File: src/rtl/run_control.sv
// run_control: run/step/breakpoint controller producing a registered clock-enable for a
// free-running datapath clock, with a synchronised/debounced front panel and a saturating cycle counter.
module run_control #(
  parameter int ADDR_WIDTH      = 16,
  parameter int BP_COUNT        = 4,
  parameter int DEBOUNCE_CYCLES = 16,
  parameter int CNT_WIDTH       = 32
) (
  input  logic                           i_clk,
  input  logic                           i_resetn,
  input  logic                           i_btnStep,
  input  logic                           i_swInstrNCycle,
  input  logic                           i_swStepNRun,
  input  logic                           i_swEnableBp,
  input  logic [ADDR_WIDTH-1:0]          i_instrAddr,
  input  logic                           i_instrFinishedN,
  input  logic                           i_haltReq,
  input  logic [BP_COUNT*ADDR_WIDTH-1:0] i_bpAddr,
  input  logic [BP_COUNT-1:0]            i_bpValid,
  output logic                           o_clkEn,
  output logic                           o_halt,
  output logic [BP_COUNT-1:0]            o_bpHit,
  output logic                           o_bpHitN,
  output logic [CNT_WIDTH-1:0]           o_cycleCount
);

  localparam int SYNC_STAGES = 2;
  localparam int DB_W        = $clog2(DEBOUNCE_CYCLES);
  localparam logic [DB_W-1:0] DB_LAST = DB_W'(DEBOUNCE_CYCLES - 1);

  typedef enum logic [2:0] {PAUSED, STEP_CYC, STEP_INS, RUN, HALTED} state_t;

  // Synchroniser lanes: [3]=enableBp, [2]=stepNRun, [1]=instrNCycle, [0]=button
  logic [3:0]             syncQ1, syncQ2;
  logic [SYNC_STAGES-1:0] vldPipe;
  logic                   syncVld;
  logic                   btnS, instrNCycleS, stepNRunS, enableBpS;

  always_ff @(posedge i_clk or negedge i_resetn) begin
    if (!i_resetn) begin
      syncQ1  <= '0;
      syncQ2  <= '0;
      vldPipe <= '0;
    end else begin
      syncQ1  <= {i_swEnableBp, i_swStepNRun, i_swInstrNCycle, i_btnStep};
      syncQ2  <= syncQ1;
      vldPipe <= {vldPipe[SYNC_STAGES-2:0], 1'b1};
    end
  end

  // Switch levels are only trusted once the cleared synchroniser has refilled after reset.
  assign syncVld      = vldPipe[SYNC_STAGES-1];
  assign btnS         = syncQ2[0];
  assign instrNCycleS = syncQ2[1];
  assign stepNRunS    = syncQ2[2];
  assign enableBpS    = syncQ2[3];

  // Debounce: the level flips when the current sample plus the previous DEBOUNCE_CYCLES-1
  // samples all disagree with it; the step event fires in that same cycle.
  logic [DB_W-1:0] dbCnt;
  logic            dbLevel;
  logic            dbFlip, stepEvent;

  assign dbFlip    = (btnS != dbLevel) && (dbCnt == DB_LAST);
  assign stepEvent = dbFlip && btnS;

  always_ff @(posedge i_clk or negedge i_resetn) begin
    if (!i_resetn) begin
      dbCnt   <= '0;
      dbLevel <= 1'b0;
    end else if (btnS == dbLevel) begin
      dbCnt <= '0;
    end else if (dbFlip) begin
      dbCnt   <= '0;
      dbLevel <= btnS;
    end else begin
      dbCnt <= dbCnt + 1'b1;
    end
  end

  logic [BP_COUNT-1:0] bpMatch;

  for (genvar k = 0; k < BP_COUNT; k++) begin : gBp
    assign bpMatch[k] = i_bpValid[k] && enableBpS && !i_instrFinishedN &&
                        (i_bpAddr[k*ADDR_WIDTH +: ADDR_WIDTH] == i_instrAddr);
  end

  state_t              state;
  logic                clkEnQ, haltQ, leaveEn;
  logic [BP_COUNT-1:0] bpHitQ;

  always_comb begin
    leaveEn = 1'b0;
    case (state)
      STEP_CYC: leaveEn = 1'b1;
      STEP_INS: leaveEn = !i_instrFinishedN;
      RUN:      leaveEn = (|bpMatch) || stepNRunS;
      default:  leaveEn = 1'b0;
    endcase
  end

  // clkEnQ is set exactly when entering an enabled state, so it never depends on live inputs.
  always_ff @(posedge i_clk or negedge i_resetn) begin
    if (!i_resetn) begin
      state  <= PAUSED;
      clkEnQ <= 1'b0;
      haltQ  <= 1'b0;
      bpHitQ <= '0;
    end else begin
      case (state)
        PAUSED: begin
          if (syncVld && !stepNRunS) begin
            state  <= RUN;
            clkEnQ <= 1'b1;
            bpHitQ <= '0;
          end else if (syncVld && stepEvent) begin
            state  <= instrNCycleS ? STEP_INS : STEP_CYC;
            clkEnQ <= 1'b1;
            bpHitQ <= '0;
          end
        end
        STEP_CYC, STEP_INS, RUN: begin
          bpHitQ <= bpHitQ | bpMatch;
          if (i_haltReq) begin
            state  <= HALTED;
            clkEnQ <= 1'b0;
            haltQ  <= 1'b1;
          end else if (leaveEn) begin
            state  <= PAUSED;
            clkEnQ <= 1'b0;
          end
        end
        HALTED: ;
        default: begin
          state  <= PAUSED;
          clkEnQ <= 1'b0;
        end
      endcase
    end
  end

  logic [CNT_WIDTH-1:0] cycleCnt;

  always_ff @(posedge i_clk or negedge i_resetn) begin
    if (!i_resetn)
      cycleCnt <= '0;
    else if (clkEnQ && (cycleCnt != '1))
      cycleCnt <= cycleCnt + 1'b1;
  end

  assign o_clkEn      = clkEnQ;
  assign o_halt       = haltQ;
  assign o_bpHit      = bpHitQ;
  assign o_bpHitN     = ~|bpHitQ;
  assign o_cycleCount = cycleCnt;

endmodule
File: config.mk
export PLATFORM = sky130hd
export DESIGN_NAME = run_control
export DESIGN_NICKNAME = d
export VERILOG_FILES = /design/src/rtl/run_control.sv
export SDC_FILE = /design/constraint.sdc
export NUM_CORES = 1
export LEC_CHECK = 0
export ABC_AREA = 1
export CORE_ASPECT_RATIO = 1.4
export CORE_MARGIN = 2
export CORE_UTILIZATION = 51
export CTS_BUF_LIST = sky130_fd_sc_hd__clkbuf_4
export DETAILED_ROUTE_END_ITERATION = 7
export PLACE_DENSITY_LB_ADDON = 0.3
export SKIP_LAST_GASP = 1
export SYNTH_ARGS = -nofsm -noshare
export SYNTH_HDL_FRONTEND = slang
export SYNTH_SLANG_ARGS = --single-unit
File: constraint.sdc
create_clock -name i_clk -period 2.45 [get_ports i_clk]
set_input_delay 0.49 -clock i_clk [delete_from_list [all_inputs] [get_ports i_clk]]
set_output_delay 0.49 -clock i_clk [all_outputs]
set_load 0.01 [all_outputs]
port_nets.png
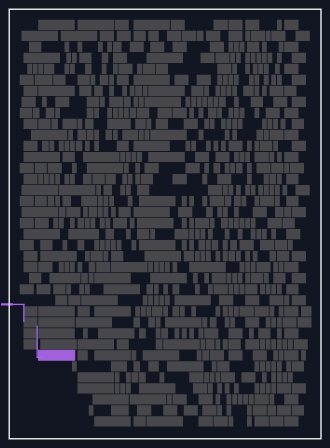
i_swStepNRun -> purple  # bits 1, direction input, edge west, end cells 1, wire 16.9 µm
I/O Buffers: 130
Top Ports: 131

met2.png
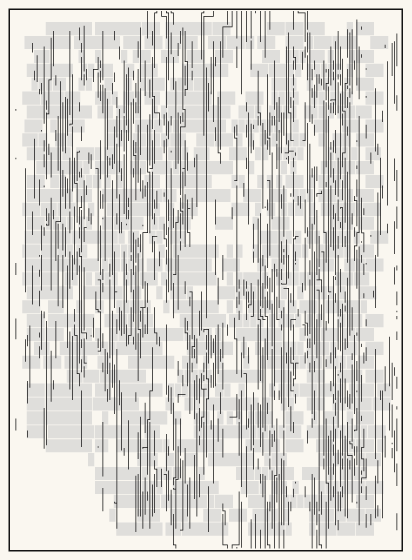
wire length on this layer = 5340 µm
longest straight run = 54.4 µm
share of all routed wire = 51%
nets with wire on the layer = 641
final wirelength: 10.4 mm
M2 GR Usage: 0.496
Vias: 3765

==> impl_metrics.toml <==
# implementation run metrics
[run_status]
status = "completed"

[global_route]
grt_max_degree = 23
grt_remaining_overflow = 0

[sta]
drv_slew = 0
period_used_share = 0.908
hold_slack_ns = 0.00684
tns_ns = 0
fin_crit_ns = 2.22
rsz0062_at_grt = "no"

[clocking]
root_buffer = "clkbuf_4"
tritoncts = "built"
clock-sinks = 56
cts_resized = 0

[placement]
dp.cells = 772
dp_hpwl_mm = 8.78

[critical_path]
startpoint_type = "flop"
crit_start = "o_bpHit[2]"
r2r_cells = 13
reg2reg_to = "o_cycleCount[25]"
cp_top_family = "buffers and inverters"
crit_end = "o_bpHitN"
worst-setup-path-type = "reg2out"
critPathSlowestCell = "clkdlybuf4s50_1"

[yosys]
netlist_area_um2 = 3760
yosysTopAreaCell = "dfrtp_1"
yosys_warnings = 0
fp_nets = 639
ys_seq_share = 0.372
synth-compound-area-share = 0.0193
mux_area_frac = 0.00299

[floorplanning]
fp_util = 0.518

[power]
powerDensity_nw_per_um2 = 445
power_top_consumer = "registers"
swShare = 0.350
pg_comb_uw = 814

[detailed_routing]
drc_errors = 0
top_layer = "met4"
wl_met2_mm = 5.34

[finish]
layout_top_cells = "191 x nand2_1, 129 x clkdlybuf4s50_1, 83 x inv_1"
final_placement.png
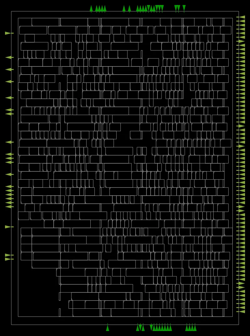
Finished Layout Cells: 780
FP Rows: 37
Fillers: 629
Flops: 56
sequential cell area share: 0.268

met3.png
Bar = 20 µm.
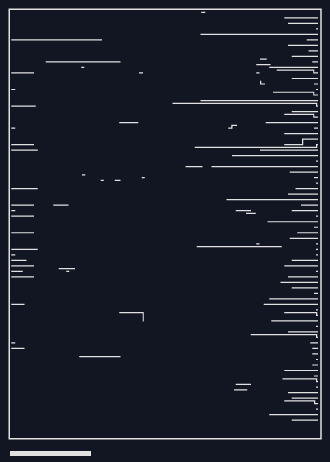
main direction = horizontal
share of all routed wire = 7.2%
longest straight run = 35.4 µm
grt met3 use: 0.0471

cells in the mapped netlist:
cell and n:
xor2_1 31, nor2_1 76, clkbuf_2 1, o21ai_0 11, nand4_1 7, nand3_2 4
nor3_4 1, nor4_4 1, nand3b_1 1, nor4_1 3, a21oi_1 2, nor2_2 2
dfrtp_1 56, xnor2_1 22, nand2_4 1, nand4_4 1, inv_2 3, o21bai_1 1
inv_1 83, conb_1 1, nand2_2 2, nor2_4 1, nor3_1 11, mux2_2 1
nand3_1 21, or2_2 1, nor3_2 5, ha_1 2, buf_6 2, nand2_1 191
cell type report:
| cell class | count | area [µm²] | area share |
|---|---|---|---|
| multi-input combinational | 400 | 2010 | 0.385 |
| tap | 97 | 121 | 0.0232 |
| clock buffer | 5 | 37.5 | 0.00718 |
| clock inverter | 3 | 17.5 | 0.00335 |
| inverter | 86 | 323 | 0.0617 |
| timing repair buffer | 133 | 1320 | 0.252 |
| sequential | 56 | 1400 | 0.268 |
registers in the layout, summed over array words and instances (netlist names):
register      flops
dbCnt             4
dbLevel           1
o_bpHit           4
o_clkEn           1
o_cycleCount     32
o_halt            1
state             3
syncQ1            4
syncQ2            4
vldPipe           2
routing by layer:
| metal | track usage | up-vias |
|---|---|---|
| li1 | - | 1910 |
| met1 | 0.305 | 1708 |
| met2 | 0.496 | 126 |
| met3 | 0.0471 | 21 |
| met4 | 0.110 | 0 |
| met5 | 0 | - |
per-stage QoR:
step | cell area (µm²) | setup slack (ns)
final | 5230 | 0.226
after detailed placement | 5180 | 0.165
after CTS | 5230 | 0.210
after global placement | 5180 | 0.227
after floorplan | 3760 | 0.754
after global routing | 5230 | 0.0535
